File: src/rtl/decode_queue.sv
`default_nettype none
// ============================================================================
// Module   : decode_queue
// Purpose  : Decodes up to FETCH_W instructions per cycle into micro-op records,
//            compacts holes and buffers them in a circular queue feeding rename.
// Revision : 1.0 - initial release
// ============================================================================
module decode_queue #(
    parameter int FETCH_W    = 2,
    parameter int DISPATCH_W = 2,
    parameter int DEPTH      = 8
) (
    input  logic                               clk,
    input  logic                               reset,
    input  logic                               flush,
    input  logic [FETCH_W-1:0]                 fetch_valid,
    input  logic [FETCH_W-1:0][31:0]           fetch_instr,
    input  logic [FETCH_W-1:0][31:0]           fetch_pc,
    output logic                               fetch_ready,
    output logic [DISPATCH_W-1:0]              out_valid,
    input  logic                               out_ready,
    output logic [DISPATCH_W-1:0][5:0]         out_opcode,
    output logic [DISPATCH_W-1:0][4:0]         out_rs1,
    output logic [DISPATCH_W-1:0][4:0]         out_rs2,
    output logic [DISPATCH_W-1:0][4:0]         out_rd,
    output logic [DISPATCH_W-1:0]              out_rs1_valid,
    output logic [DISPATCH_W-1:0]              out_rs2_valid,
    output logic [DISPATCH_W-1:0]              out_rd_valid,
    output logic [DISPATCH_W-1:0][31:0]        out_imm,
    output logic [DISPATCH_W-1:0][31:0]        out_pc,
    output logic [DISPATCH_W-1:0][5:0]         out_alu_func,
    output logic [DISPATCH_W-1:0][4:0]         out_shamt,
    output logic [DISPATCH_W-1:0]              out_is_alu,
    output logic [DISPATCH_W-1:0]              out_is_load,
    output logic [DISPATCH_W-1:0]              out_is_store,
    output logic [DISPATCH_W-1:0]              out_is_branch,
    output logic [DISPATCH_W-1:0]              out_is_cas,
    output logic [DISPATCH_W-1:0]              out_is_link,
    output logic [DISPATCH_W-1:0]              out_is_svc,
    output logic [DISPATCH_W-1:0]              out_is_illegal,
    output logic [$clog2(DEPTH):0]             occupancy
);

    localparam int PTR_W = $clog2(DEPTH);
    localparam int OCC_W = PTR_W + 1;
    localparam logic [OCC_W-1:0] c_ready_thr = OCC_W'(DEPTH - FETCH_W);
    localparam logic [OCC_W-1:0] c_disp_w    = OCC_W'(DISPATCH_W);

    typedef struct packed {
        logic [5:0]  opcode;
        logic [4:0]  rs1;
        logic [4:0]  rs2;
        logic [4:0]  rd;
        logic        rs1_v;
        logic        rs2_v;
        logic        rd_v;
        logic [31:0] imm;
        logic [31:0] pc;
        logic [5:0]  alu_func;
        logic [4:0]  shamt;
        logic        is_alu;
        logic        is_load;
        logic        is_store;
        logic        is_branch;
        logic        is_cas;
        logic        is_link;
        logic        is_svc;
        logic        is_illegal;
    } rec_t;

    function automatic rec_t f_decode(input logic [31:0] instr, input logic [31:0] pc);
        rec_t r;
        r        = '0;
        r.opcode = instr[31:26];
        r.pc     = pc;
        case (instr[31:26])
            6'b000000: begin
                r.rd       = instr[25:21];
                r.rs1      = instr[20:16];
                r.rs2      = instr[15:11];
                r.rd_v     = 1'b1;
                r.rs1_v    = 1'b1;
                r.rs2_v    = 1'b1;
                r.shamt    = instr[10:6];
                r.alu_func = instr[5:0];
                r.is_alu   = 1'b1;
            end
            6'b001000, 6'b001001, 6'b001010, 6'b001011, 6'b001100: begin
                r.rd     = instr[25:21];
                r.rs1    = instr[20:16];
                r.rd_v   = 1'b1;
                r.rs1_v  = 1'b1;
                r.imm    = {{16{instr[15]}}, instr[15:0]};
                r.is_alu = 1'b1;
            end
            6'b010000, 6'b010010: begin
                r.rd      = instr[25:21];
                r.rs1     = instr[20:16];
                r.rd_v    = 1'b1;
                r.rs1_v   = 1'b1;
                r.imm     = {{16{instr[15]}}, instr[15:0]};
                r.is_load = 1'b1;
            end
            6'b010001, 6'b010011: begin
                // Stores carry the data register in the rd slot of the encoding.
                r.rs1      = instr[20:16];
                r.rs2      = instr[25:21];
                r.rs1_v    = 1'b1;
                r.rs2_v    = 1'b1;
                r.imm      = {{16{instr[15]}}, instr[15:0]};
                r.is_store = 1'b1;
            end
            6'b010100: begin
                r.rd     = instr[25:21];
                r.rs1    = instr[20:16];
                r.rs2    = instr[15:11];
                r.rd_v   = 1'b1;
                r.rs1_v  = 1'b1;
                r.rs2_v  = 1'b1;
                r.is_cas = 1'b1;
            end
            6'b100000, 6'b100001: begin
                r.imm       = {{4{instr[25]}}, instr[25:0], 2'b00};
                r.is_branch = 1'b1;
                if (instr[26]) begin
                    r.rd      = 5'd30;
                    r.rd_v    = 1'b1;
                    r.is_link = 1'b1;
                end
            end
            6'b100010, 6'b100011: begin
                r.rs1       = instr[25:21];
                r.rs1_v     = 1'b1;
                r.imm       = {{9{instr[20]}}, instr[20:0], 2'b00};
                r.is_branch = 1'b1;
            end
            6'b111000: begin
                r.imm    = {{6{instr[25]}}, instr[25:0]};
                r.is_svc = 1'b1;
            end
            6'b111111: begin
            end
            default: begin
                r.is_illegal = 1'b1;
            end
        endcase
        return r;
    endfunction

    rec_t                          r_mem [DEPTH];
    logic [PTR_W-1:0]              r_head;
    logic [PTR_W-1:0]              r_tail;
    logic [OCC_W-1:0]              r_occ;

    rec_t [FETCH_W-1:0]            w_dec;
    logic [FETCH_W-1:0][PTR_W-1:0] w_enq_off;
    logic [OCC_W-1:0]              w_enq_cnt;
    logic [OCC_W-1:0]              w_deq_cnt;
    logic                          w_fetch_ready;
    rec_t [DISPATCH_W-1:0]         w_lane;

    for (genvar i = 0; i < FETCH_W; i++) begin : g_dec
        assign w_dec[i] = f_decode(fetch_instr[i], fetch_pc[i]);
    end

    // Compaction: each valid lane lands at tail + (number of valid lanes below it).
    always_comb begin
        logic [OCC_W-1:0] v_acc;
        v_acc     = '0;
        w_enq_off = '0;
        for (int i = 0; i < FETCH_W; i++) begin
            w_enq_off[i] = v_acc[PTR_W-1:0];
            if (fetch_valid[i]) begin
                v_acc = v_acc + 1'b1;
            end
        end
        w_enq_cnt = w_fetch_ready ? v_acc : '0;
    end

    assign w_fetch_ready = (r_occ <= c_ready_thr) && !flush;
    assign w_deq_cnt     = !out_ready ? '0 : ((r_occ >= c_disp_w) ? c_disp_w : r_occ);

    always_ff @(posedge clk or negedge reset) begin
        if (!reset) begin
            r_head <= '0;
            r_tail <= '0;
            r_occ  <= '0;
        end else if (flush) begin
            r_head <= '0;
            r_tail <= '0;
            r_occ  <= '0;
        end else begin
            r_head <= r_head + w_deq_cnt[PTR_W-1:0];
            r_tail <= r_tail + w_enq_cnt[PTR_W-1:0];
            r_occ  <= r_occ + w_enq_cnt - w_deq_cnt;
        end
    end

    // Storage needs no reset: every read is gated by occupancy.
    always_ff @(posedge clk) begin
        for (int i = 0; i < FETCH_W; i++) begin
            if (w_fetch_ready && fetch_valid[i]) begin
                r_mem[r_tail + w_enq_off[i]] <= w_dec[i];
            end
        end
    end

    for (genvar k = 0; k < DISPATCH_W; k++) begin : g_out
        assign out_valid[k]      = r_occ > OCC_W'(k);
        assign w_lane[k]         = out_valid[k] ? r_mem[r_head + PTR_W'(k)] : '0;
        assign out_opcode[k]     = w_lane[k].opcode;
        assign out_rs1[k]        = w_lane[k].rs1;
        assign out_rs2[k]        = w_lane[k].rs2;
        assign out_rd[k]         = w_lane[k].rd;
        assign out_rs1_valid[k]  = w_lane[k].rs1_v;
        assign out_rs2_valid[k]  = w_lane[k].rs2_v;
        assign out_rd_valid[k]   = w_lane[k].rd_v;
        assign out_imm[k]        = w_lane[k].imm;
        assign out_pc[k]         = w_lane[k].pc;
        assign out_alu_func[k]   = w_lane[k].alu_func;
        assign out_shamt[k]      = w_lane[k].shamt;
        assign out_is_alu[k]     = w_lane[k].is_alu;
        assign out_is_load[k]    = w_lane[k].is_load;
        assign out_is_store[k]   = w_lane[k].is_store;
        assign out_is_branch[k]  = w_lane[k].is_branch;
        assign out_is_cas[k]     = w_lane[k].is_cas;
        assign out_is_link[k]    = w_lane[k].is_link;
        assign out_is_svc[k]     = w_lane[k].is_svc;
        assign out_is_illegal[k] = w_lane[k].is_illegal;
    end

    assign fetch_ready = w_fetch_ready;
    assign occupancy   = r_occ;

endmodule
`default_nettype wire

File: config.mk
export PLATFORM = sky130hd
export DESIGN_NAME = decode_queue
export DESIGN_NICKNAME = d
export VERILOG_FILES = /design/src/rtl/decode_queue.sv
export SDC_FILE = /design/constraint.sdc
export NUM_CORES = 2
export LEC_CHECK = 0
export CORE_MARGIN = 2
export CORE_UTILIZATION = 60
export CTS_CLUSTER_DIAMETER = 200
export DETAILED_ROUTE_END_ITERATION = 16
export DONT_BUFFER_PORTS = 1
export PLACE_DENSITY = 0.8
export SLEW_MARGIN = 25
export SYNTH_ARGS = -nofsm -noshare
export SYNTH_HDL_FRONTEND = slang
export SYNTH_SLANG_ARGS = --single-unit
export TNS_END_PERCENT = 100
File: constraint.sdc
create_clock -name clk -period 11.3 [get_ports clk]
set_clock_uncertainty 0.05 [all_clocks]
set_input_delay 3.39 -clock clk [delete_from_list [all_inputs] [get_ports clk]]
set_output_delay 3.39 -clock clk [all_outputs]
set_load 0.01 [all_outputs]
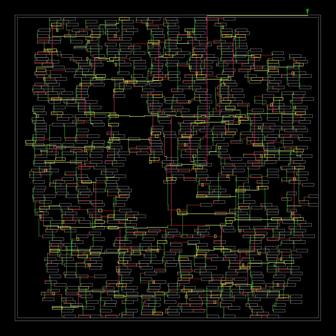
(images/final_clocks.png)
flip-flops: 834
Clock Sinks: 834
Power Clock: 2.78 mW

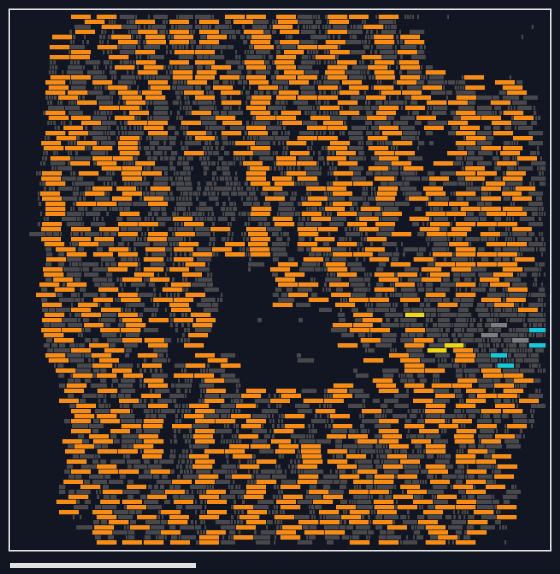
(images/registers.png)
The bar under the picture is 100 um long. Other sequential cells in the stronger grey, the rest of the logic in the fainter grey.
| signal | colour | flops |
|---|---|---|
| occupancy | cyan | 4 |
| r_mem | orange | 824 |
| r_head | yellow | 3 |

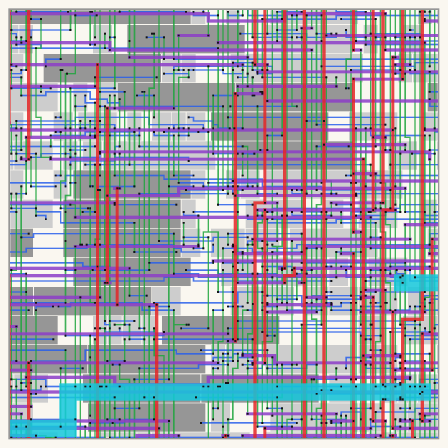
(images/zoom.png)
Window x 53 to 93, y 198 to 238 um. Cells in grey, sequential cells in the stronger grey; small squares are vias.
| layer | colour |
|---|---|
| met2 | green |
| met3 | purple |
| met4 | red |
| met5 | cyan |
| met1 | blue |
cells with their middle in the window: 96
sequential cells in the window: 17
most frequent: a21oi_1 (21), nor2_1 (18), edfxtp_1 (17)
netlist names of flops here include: r_mem (17)

==> summary.txt <==
yosys + openroad results -> yosys cell count=3,773, CP max stage delay=roughly 0.6 ns, Power Density=~200 mW/mm2, RR Endpoint=r_mem[1][46], WL/cell=31.5 um, H-tree levels=3, fin util=64.4%, share of layout cells above drive strength 1=24.5%, WHS Endpoint=r_tail[0], leakage=roughly 17 nW, cells along the critical path=a211o_1 -> inv_1, Post-CTS Hold Buffers=0, worst relative slew slack=25.3%, Synth Seq Share=50.7%, CTS clk-pin slew, worst paths=0.06 ns, Synth area leaders=edfxtp_1 (50%), mux4_2 (19%), mux2i_1 (5.2%), mux2_2 (4.9%), nand2_1 (4.4%), I/O pins=around 360, CTS resizes=0, CTS tree=built, cells after synthesis=3,773, # port buffers=0, Core ar.=0.0817 mm2, via-per-instance ratio=7.34, Log Warnings=between 50 and 60, Peak supply drop=~0.33 mV, Post-Syn Area=0.0493 mm2, vias in the first global route=approximately 34,000, CP max FO=11, # setup viols final=0, Worst setup SP type=input port, yosys warns=0, floorplan net count=3,923, Buf+Inv Stages, Crit Path=1, Area Overhead vs Synth=6.84%, Final Hold Viols=0, # Post-CTS Setup Buffers=0, maxcap violations=0, antenna violations before repair=4, post-layout min period=7.75 ns, FF-to-FF Start=occupancy[2], RSZ-0062 raised after global routing=no, fillcell total=5,729, GRT Total Usage=about a third, GR Util met2=54.6%, Avg Inst Size Synth=approximately 13 um2, hold path start=r_tail[0], period utilization=68.6%, Tightest Pin Transition=~1.1 ns, Die H=291 um, post-route ant nets=0, Hold Worst Slack=0.698 ns, GRT overflow=0, Clock Latency Late Sink=roughly 0.63 ns, Inserted Clock Buffers=86, first-pass GRT wire length=218 mm, status=complete, no violations, DRC=0
[worst max-delay path by stage]
stage,startpoint,endpoint,slack (ns)
floorplan,flush,r_mem[2][0],1.72
CTS,r_head[0],out_imm[32],3.39
global placement,flush,fetch_ready,3.58
finish,flush,fetch_ready,3.55
detailed placement,flush,fetch_ready,3.56
global route,r_head[0],out_imm[32],3.37
[final cells by class]
type | count | area (um2) | share of cell area (%)
repair buffers | 61 | 751 | 1.43
well taps | 1070 | 1340 | 2.54
multi-input cells | 2559 | 22800 | 43.3
diodes | 1 | 2.50 | 0.00475
inverters | 21 | 78.8 | 0.150
clock buffers | 97 | 2260 | 4.29
flip-flops and latches | 834 | 25000 | 47.5
clock inverters | 57 | 427 | 0.810
[layer usage]
layer	share of wire, %	routed length, um
met1	34	50600
met2	47	69200
met4	4.4	6550
met5	0.052	77
met3	15	21500
[power breakdown]
part | internal [mW] | total [mW] | switching [mW]
combinational | 1.38 | 3.83 | 2.45
sequential | 3.61 | 3.74 | 0.123
clock | 1.55 | 2.78 | 1.23
total | 6.54 | 10.4 | 3.81
[cells by family (layout without fill, tap and decap cells)]
family          Yosys count  count (layout)  share of synthesized area (%)
other cells               0               1                              0
flops                   834             834                           50.7
compound gates          607             607                           7.37
buf+inv                 380             236                           3.56
simple gates           1041            1041                           8.74
fa+ha+maj                17              17                          0.487
mux                     883             883                           28.9
xor+xnor                 11              11                          0.195
[registers in the layout (all words and copies together), names as in the netlist]
register,cells
occupancy,4
r_tail,3
r_mem,824
r_head,3
[layout by cell type (no fill, tap or decap), drive strengths merged, types with 7 or more instances in the layout]
cell and n:
o21ai 169, clkinv 48, nor2 331, a22o 12
a221o 7, mux2i 255, dfrtp 10, nand2 584
and2 15, mux2 216, nor3b 7, nand3 50
edfxtp 824, inv 22, clkbuf 99, a22oi 74
buf 58, a21oi 308, ha 12, mux4 412
[synth_stat cells (all sizes together) (50+ instances only)]
master    n
a21oi   308
nand2   584
o21ai   169
mux2    216
a22oi    74
buf     243
nor2    331
mux2i   255
clkbuf  116
edfxtp  824
nand3    50
mux4    412
[through the flow]
stage	worst slack (ns)	instances	power (mW)
after floorplan	1.72	3773	6.54
after global placement	3.58	4536	7.48
after detailed placement	3.56	4541	7.55
after CTS	3.39	4695	10.3
after global routing	3.37	4699	10.7
final	3.55	4700	10.4
Power is estimated from default activity; no workload was simulated.
